`src/rtl/player_draw_ctrl.sv`:
```
// ---------------------------------------------------------------------------
// player_draw_ctrl
//
// Frame-rate sequencer for the player ship. Each accepted frame tick runs
// the sequence IDLE -> ERASE (8 px) -> MOVE (1) -> SETTLE (2) -> DRAW (8)
// -> IDLE. ERASE paints the 2x4 sprite in the background colour, MOVE
// issues at most one single-step vertical move pulse, SETTLE waits out the
// position stage's latency and DRAW repaints the sprite at the new y.
// A shadow copy of y keeps the ship inside rows 0..Y_MAX.
//
// Ports
//   clk        : system clock, rising edge
//   reset      : asynchronous, active-high; returns to IDLE, clears state
//   frame_tick : one-cycle pulse at frame rate
//   key_up     : level, request y-1 (already synchronised)
//   key_down   : level, request y+1 (already synchronised)
//   add_x      : sprite column offset (pix_cnt[0])
//   add_y      : sprite row offset (pix_cnt[2:1])
//   y_pos_mod  : one-cycle pulse, y+1 in the position stage
//   y_neg_mod  : one-cycle pulse, y-1 in the position stage
//   colour     : pixel colour, valid while plot=1
//   plot       : VGA adapter write enable
//   busy       : high in every state except IDLE
//   overrun    : one-cycle pulse when frame_tick arrives while busy
// ---------------------------------------------------------------------------
module player_draw_ctrl #(
  parameter logic [2:0] SHIP_COLOUR = 3'b111,
  parameter logic [2:0] BG_COLOUR   = 3'b000,
  parameter logic [6:0] Y_MAX       = 7'd124,
  parameter int         MOVE_DIV    = 1
) (
  input  logic       clk,
  input  logic       reset,
  input  logic       frame_tick,
  input  logic       key_up,
  input  logic       key_down,
  output logic       add_x,
  output logic [1:0] add_y,
  output logic       y_pos_mod,
  output logic       y_neg_mod,
  output logic [2:0] colour,
  output logic       plot,
  output logic       busy,
  output logic       overrun
);

  typedef enum logic [2:0] {
    IDLE   = 3'd0,
    ERASE  = 3'd1,
    MOVE   = 3'd2,
    SETTLE = 3'd3,
    DRAW   = 3'd4
  } state_t;

  localparam logic [3:0] DIV_LAST = 4'(MOVE_DIV - 1);

  state_t     state_q, state_d;
  logic [2:0] pix_cnt_q, pix_cnt_d;
  logic [6:0] y_shadow_q, y_shadow_d;
  logic [3:0] div_cnt_q, div_cnt_d;

  logic       add_x_d;
  logic [1:0] add_y_d;
  logic       y_pos_mod_d, y_neg_mod_d;
  logic [2:0] colour_d;
  logic       plot_d, busy_d, overrun_d;

  // Next-state logic. Outputs are derived from the next state so that the
  // registered outputs line up with the state they describe; this is why
  // the move decision is taken on the ERASE->MOVE transition, so the pulse
  // is high exactly during the MOVE cycle. SETTLE reuses pix_cnt to count
  // its two cycles.
  always_comb begin
    state_d     = state_q;
    pix_cnt_d   = pix_cnt_q;
    y_shadow_d  = y_shadow_q;
    div_cnt_d   = div_cnt_q;
    y_pos_mod_d = 1'b0;
    y_neg_mod_d = 1'b0;
    overrun_d   = frame_tick && (state_q != IDLE);

    case (state_q)
      IDLE: begin
        if (frame_tick) begin
          state_d   = ERASE;
          pix_cnt_d = 3'd0;
        end
      end
      ERASE: begin
        if (pix_cnt_q == 3'd7) begin
          state_d   = MOVE;
          pix_cnt_d = 3'd0;
          // Only one of the two pulses can fire: each branch requires the
          // other key to be released.
          if (div_cnt_q == 4'd0) begin
            if (key_down && !key_up && (y_shadow_q < Y_MAX)) begin
              y_pos_mod_d = 1'b1;
              y_shadow_d  = y_shadow_q + 7'd1;
            end else if (key_up && !key_down && (y_shadow_q != 7'd0)) begin
              y_neg_mod_d = 1'b1;
              y_shadow_d  = y_shadow_q - 7'd1;
            end
          end
          div_cnt_d = (div_cnt_q == DIV_LAST) ? 4'd0 : div_cnt_q + 4'd1;
        end else begin
          pix_cnt_d = pix_cnt_q + 3'd1;
        end
      end
      MOVE: begin
        state_d   = SETTLE;
        pix_cnt_d = 3'd0;
      end
      SETTLE: begin
        if (pix_cnt_q == 3'd1) begin
          state_d   = DRAW;
          pix_cnt_d = 3'd0;
        end else begin
          pix_cnt_d = pix_cnt_q + 3'd1;
        end
      end
      DRAW: begin
        if (pix_cnt_q == 3'd7) begin
          state_d   = IDLE;
          pix_cnt_d = 3'd0;
        end else begin
          pix_cnt_d = pix_cnt_q + 3'd1;
        end
      end
      default: begin
        state_d   = IDLE;
        pix_cnt_d = 3'd0;
      end
    endcase

    plot_d   = (state_d == ERASE) || (state_d == DRAW);
    busy_d   = (state_d != IDLE);
    colour_d = (state_d == DRAW)  ? SHIP_COLOUR :
               (state_d == ERASE) ? BG_COLOUR   : 3'b000;
    add_x_d  = pix_cnt_d[0];
    add_y_d  = pix_cnt_d[2:1];
  end

  // State and output registers; reset aborts any sequence in progress.
  always_ff @(posedge clk or posedge reset) begin
    if (reset) begin
      state_q    <= IDLE;
      pix_cnt_q  <= 3'd0;
      y_shadow_q <= 7'd0;
      div_cnt_q  <= 4'd0;
      add_x      <= 1'b0;
      add_y      <= 2'd0;
      y_pos_mod  <= 1'b0;
      y_neg_mod  <= 1'b0;
      colour     <= 3'd0;
      plot       <= 1'b0;
      busy       <= 1'b0;
      overrun    <= 1'b0;
    end else begin
      state_q    <= state_d;
      pix_cnt_q  <= pix_cnt_d;
      y_shadow_q <= y_shadow_d;
      div_cnt_q  <= div_cnt_d;
      add_x      <= add_x_d;
      add_y      <= add_y_d;
      y_pos_mod  <= y_pos_mod_d;
      y_neg_mod  <= y_neg_mod_d;
      colour     <= colour_d;
      plot       <= plot_d;
      busy       <= busy_d;
      overrun    <= overrun_d;
    end
  end

endmodule
```
`config.mk`:
```
export PLATFORM = sky130hd
export DESIGN_NAME = player_draw_ctrl
export DESIGN_NICKNAME = d
export VERILOG_FILES = /design/src/rtl/player_draw_ctrl.sv
export SDC_FILE = /design/constraint.sdc
export NUM_CORES = 1
export LEC_CHECK = 0
export CORE_MARGIN = 8
export CORE_UTILIZATION = 40
export DETAILED_ROUTE_END_ITERATION = 8
export RECOVER_POWER = 25
export SLEW_MARGIN = 25
export SYNTH_ARGS = -nofsm -noshare
export SYNTH_HDL_FRONTEND = slang
export SYNTH_SLANG_ARGS = --single-unit
```
`constraint.sdc`:
```
create_clock -name clk -period 5.4 [get_ports clk]
set_input_delay 0.54 -clock clk [delete_from_list [all_inputs] [get_ports clk]]
set_output_delay 0.54 -clock clk [all_outputs]
set_load 0.1 [all_outputs]
```
Figure 1. Clock distribution.
The bar under the picture is 20 um long.
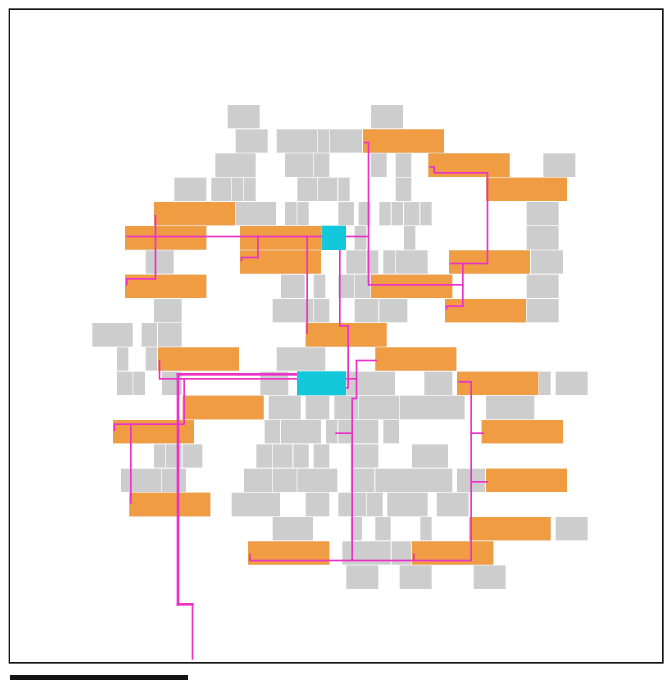
- clock-net drivers: cyan (count 3)
- clock wires: magenta (length 304 um)
- flip-flops: orange (count 23)
- routed clock nets: 4
Clk pwr share: 9.3%
Max Clock Skew: 0.0111 ns
clk_lat worst skew: 0.31 ns

Figure 2. I/O pins on the die edge.
Pins as bars across the die edge, other pins in gray.
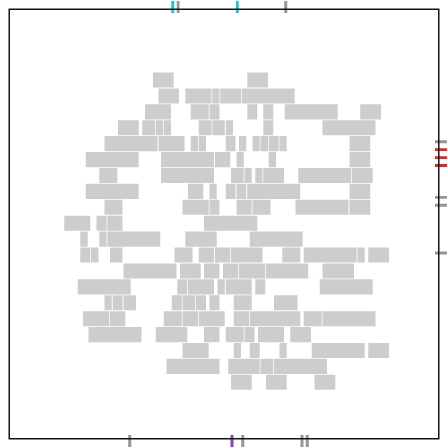
- colour: red (pins 3; direction output; edge right)
- add_y: cyan (pins 2; direction output; edge top)
- key_down: purple (pins 1; direction input; edge bottom)
- all pins by edge: 7 right, 5 bottom, 4 top
Die Width: 73.2 um
Die Ht: 73.2 um
Port Buf Inserts: 15

==> results.yml <==
# physical design summary
setup_path:
  r2r-end: "y_shadow_q[5]$_DFFE_PP0P_"
  cp.required_ns: 5.65
  ff2ff_setup_slack_ns: 2.63
  reg2reg_from: "y_shadow_q[5]$_DFFE_PP0P_"
  worst-setup-path-type: "in -> reg"
  crit_fanout: 7
  cp-start-kind: "primary input"
yosys:
  yosysSeqAreaShare_pct: 44.0
  ys_chip_area_sq_um: 1310
  yosys.area.top_type_share_pct: 44.0
  syn-num-nets: 136
  ys_cells: 120
  postSynthCellCount: 120
  yosysTopAreaCell: "dfrtp_1"
  ys_ff: 23
  ys_warn_count: 0
route:
  drtIter0Drc: 32
  vias_per_cell: 4.92
  firstDrtPassIters: 2
  antenna_left: 0
  wl_met1_um: 1140
  post-route-drc-count: 0
floorplanning:
  die-area_sq_um: 5350
  io-pin-count: 16
final_layout:
  fin_util_pct: 49.1
  nets: 151
  n_antenna_cell: 0
  area_growth_pct: 15.5
  drive_gt1_share_pct: 10.4
grt:
  grt_pass1_vias: 923
  grt-busiest-layer: "met2"
  grt_max_degree: 24
cts:
  cts_hold_buf: 0
  numCtsBuffers: 3
  cts_tree: "done"
  cts.clk_slew.worst_paths_ns: 0.13
  htreeDepth: 1
  clockBufferDepth: 2
final_timing:
  hold_viol_final: 0
  rsz0062_at_grt: "no"
  final.period_utilization_pct: 52.4
  timing.fmax_mhz: 353
  worstMarginPinSlew_ns: 0.977
  slew_headroom_pct: 34.6
power:
  vdd_drop_max_v: 0.000198
placed_design:
  dp_hpwl_um: 1760
status:
  status: "finished, final reports clean"
Figure 3. Routed metal, one color a layer.
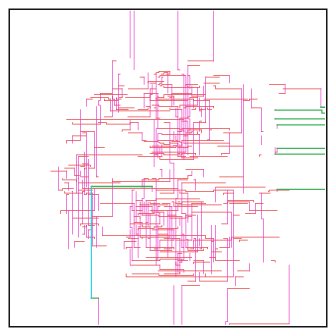
- M2: magenta (wire length 1050 um)
- M4: cyan (wire length 25.8 um)
- M1: red (wire length 1140 um)
- M3: green (wire length 83.9 um)
total wire length: 2300 um
gr usage total: 10.0%
vias post-DR: 876
Wirelength per Cell: 12.9 um

Figure 4. Cells colored by class.
Fill, decap, tap and diode cells in gray.
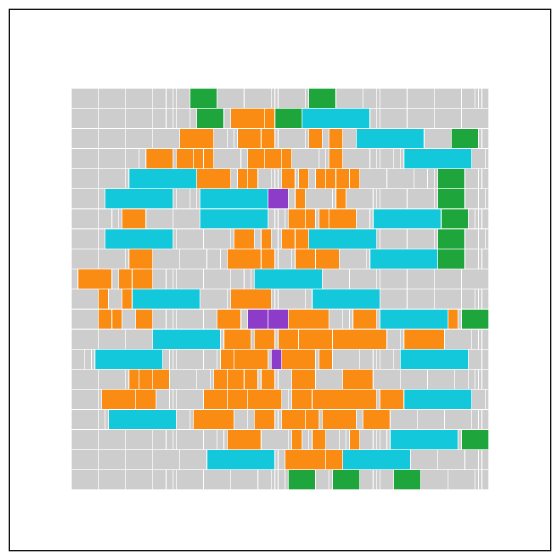
- clock drivers and dummy loads: purple (cells 4; share of their area 1.8%)
- remaining buffers and delay cells: green (cells 15; share of their area 10%)
- registers: cyan (cells 23; share of their area 40%)
- remaining logic cells: orange (cells 92; share of their area 48%)
core area: 3080 sq um
Cell Rows: 20

report_power, final:
part           internal (mW)  switching (mW)
Clock                 0.0288          0.0519
Combinational          0.187           0.310
Sequential             0.225          0.0641
Total                  0.441           0.426
stage by stage:
stage,std cells,power [mW],setup WS (ns)
final,178,0.868,2.57
after global routing,178,0.931,2.38
after CTS,178,0.873,2.58
after detailed placement,174,0.793,2.25
after global placement,174,0.783,2.36
after floorplan,120,0.694,2.72
critical path, stage by stage:
cell and delay, ns:
clkdlybuf4s50_1 0.52, nor2b_1 0.14, o21ai_0 0.33, fa_1 0.57, a211oi_1 0.27, o21bai_1 0.12, a21oi_1 0.21, mux2i_1 0.24
xnor2_1 0.13
cell usage in the layout, fill, tap and decap left out, types with 2 or more instances in the layout:
| cell type | Yosys | final |
|---|---|---|
| dfrtp_1 | 23 | 23 |
| clkdlybuf4s50_1 | 0 | 13 |
| ha_1 | 10 | 10 |
| nor2_1 | 9 | 9 |
| o21ai_0 | 8 | 8 |
| a21oi_1 | 7 | 7 |
| inv_1 | 7 | 7 |
| xnor2_1 | 6 | 6 |
| nand2_1 | 6 | 6 |
| mux2_4 | 5 | 5 |
| mux2i_1 | 3 | 3 |
| nor3_1 | 3 | 3 |
| a21o_1 | 3 | 3 |
| clkbuf_4 | 0 | 3 |
| nor2b_1 | 2 | 2 |
| dlygate4sd3_1 | 0 | 2 |
cells by family (layout without fill, tap and decap cells):
| family | Yosys count | after routing | synth area share (%) |
|---|---|---|---|
| xor+xnor | 7 | 7 | 4.69 |
| compound gates | 26 | 26 | 12.3 |
| simple gates | 33 | 33 | 15.6 |
| flops | 23 | 23 | 44.0 |
| buf+inv | 12 | 26 | 4.21 |
| mux | 8 | 8 | 8.04 |
| fa+ha+maj | 11 | 11 | 11.1 |
how the worst min path moves through the flow:
| stage | from | to | slack [ns] | cells past startpoint |
|---|---|---|---|---|
| global route | div_cnt_q[3]$_DFFE_PP0P_ | div_cnt_q[3]$_DFFE_PP0P_ | 0.51 | 1 |
| detailed placement | div_cnt_q[3]$_DFFE_PP0P_ | div_cnt_q[3]$_DFFE_PP0P_ | 0.47 | 1 |
| finish | div_cnt_q[3]$_DFFE_PP0P_ | div_cnt_q[3]$_DFFE_PP0P_ | 0.49 | 1 |
| global placement | div_cnt_q[3]$_DFFE_PP0P_ | div_cnt_q[3]$_DFFE_PP0P_ | 0.47 | 1 |
| CTS | div_cnt_q[3]$_DFFE_PP0P_ | div_cnt_q[3]$_DFFE_PP0P_ | 0.49 | 1 |
| floorplan | div_cnt_q[3]$_DFFE_PP0P_ | div_cnt_q[3]$_DFFE_PP0P_ | 0.45 | 1 |
registers in the layout (all words and copies together) (netlist names), 2 cells and up:
register and flops:
y_shadow_q 7, div_cnt_q 4, state_q 3, pix_cnt_q 2
layout make-up:
| class | count | area [sq um] | share of cell area (%) |
|---|---|---|---|
| clock buffers | 4 | 26.3 | 1.74 |
| inverters | 7 | 26.3 | 1.74 |
| multi-input cells | 85 | 677 | 44.8 |
| flip-flops and latches | 23 | 576 | 38.1 |
| well taps | 44 | 55.1 | 3.65 |
| repair buffers | 15 | 150 | 9.94 |
Power is estimated from default activity; no workload was simulated.
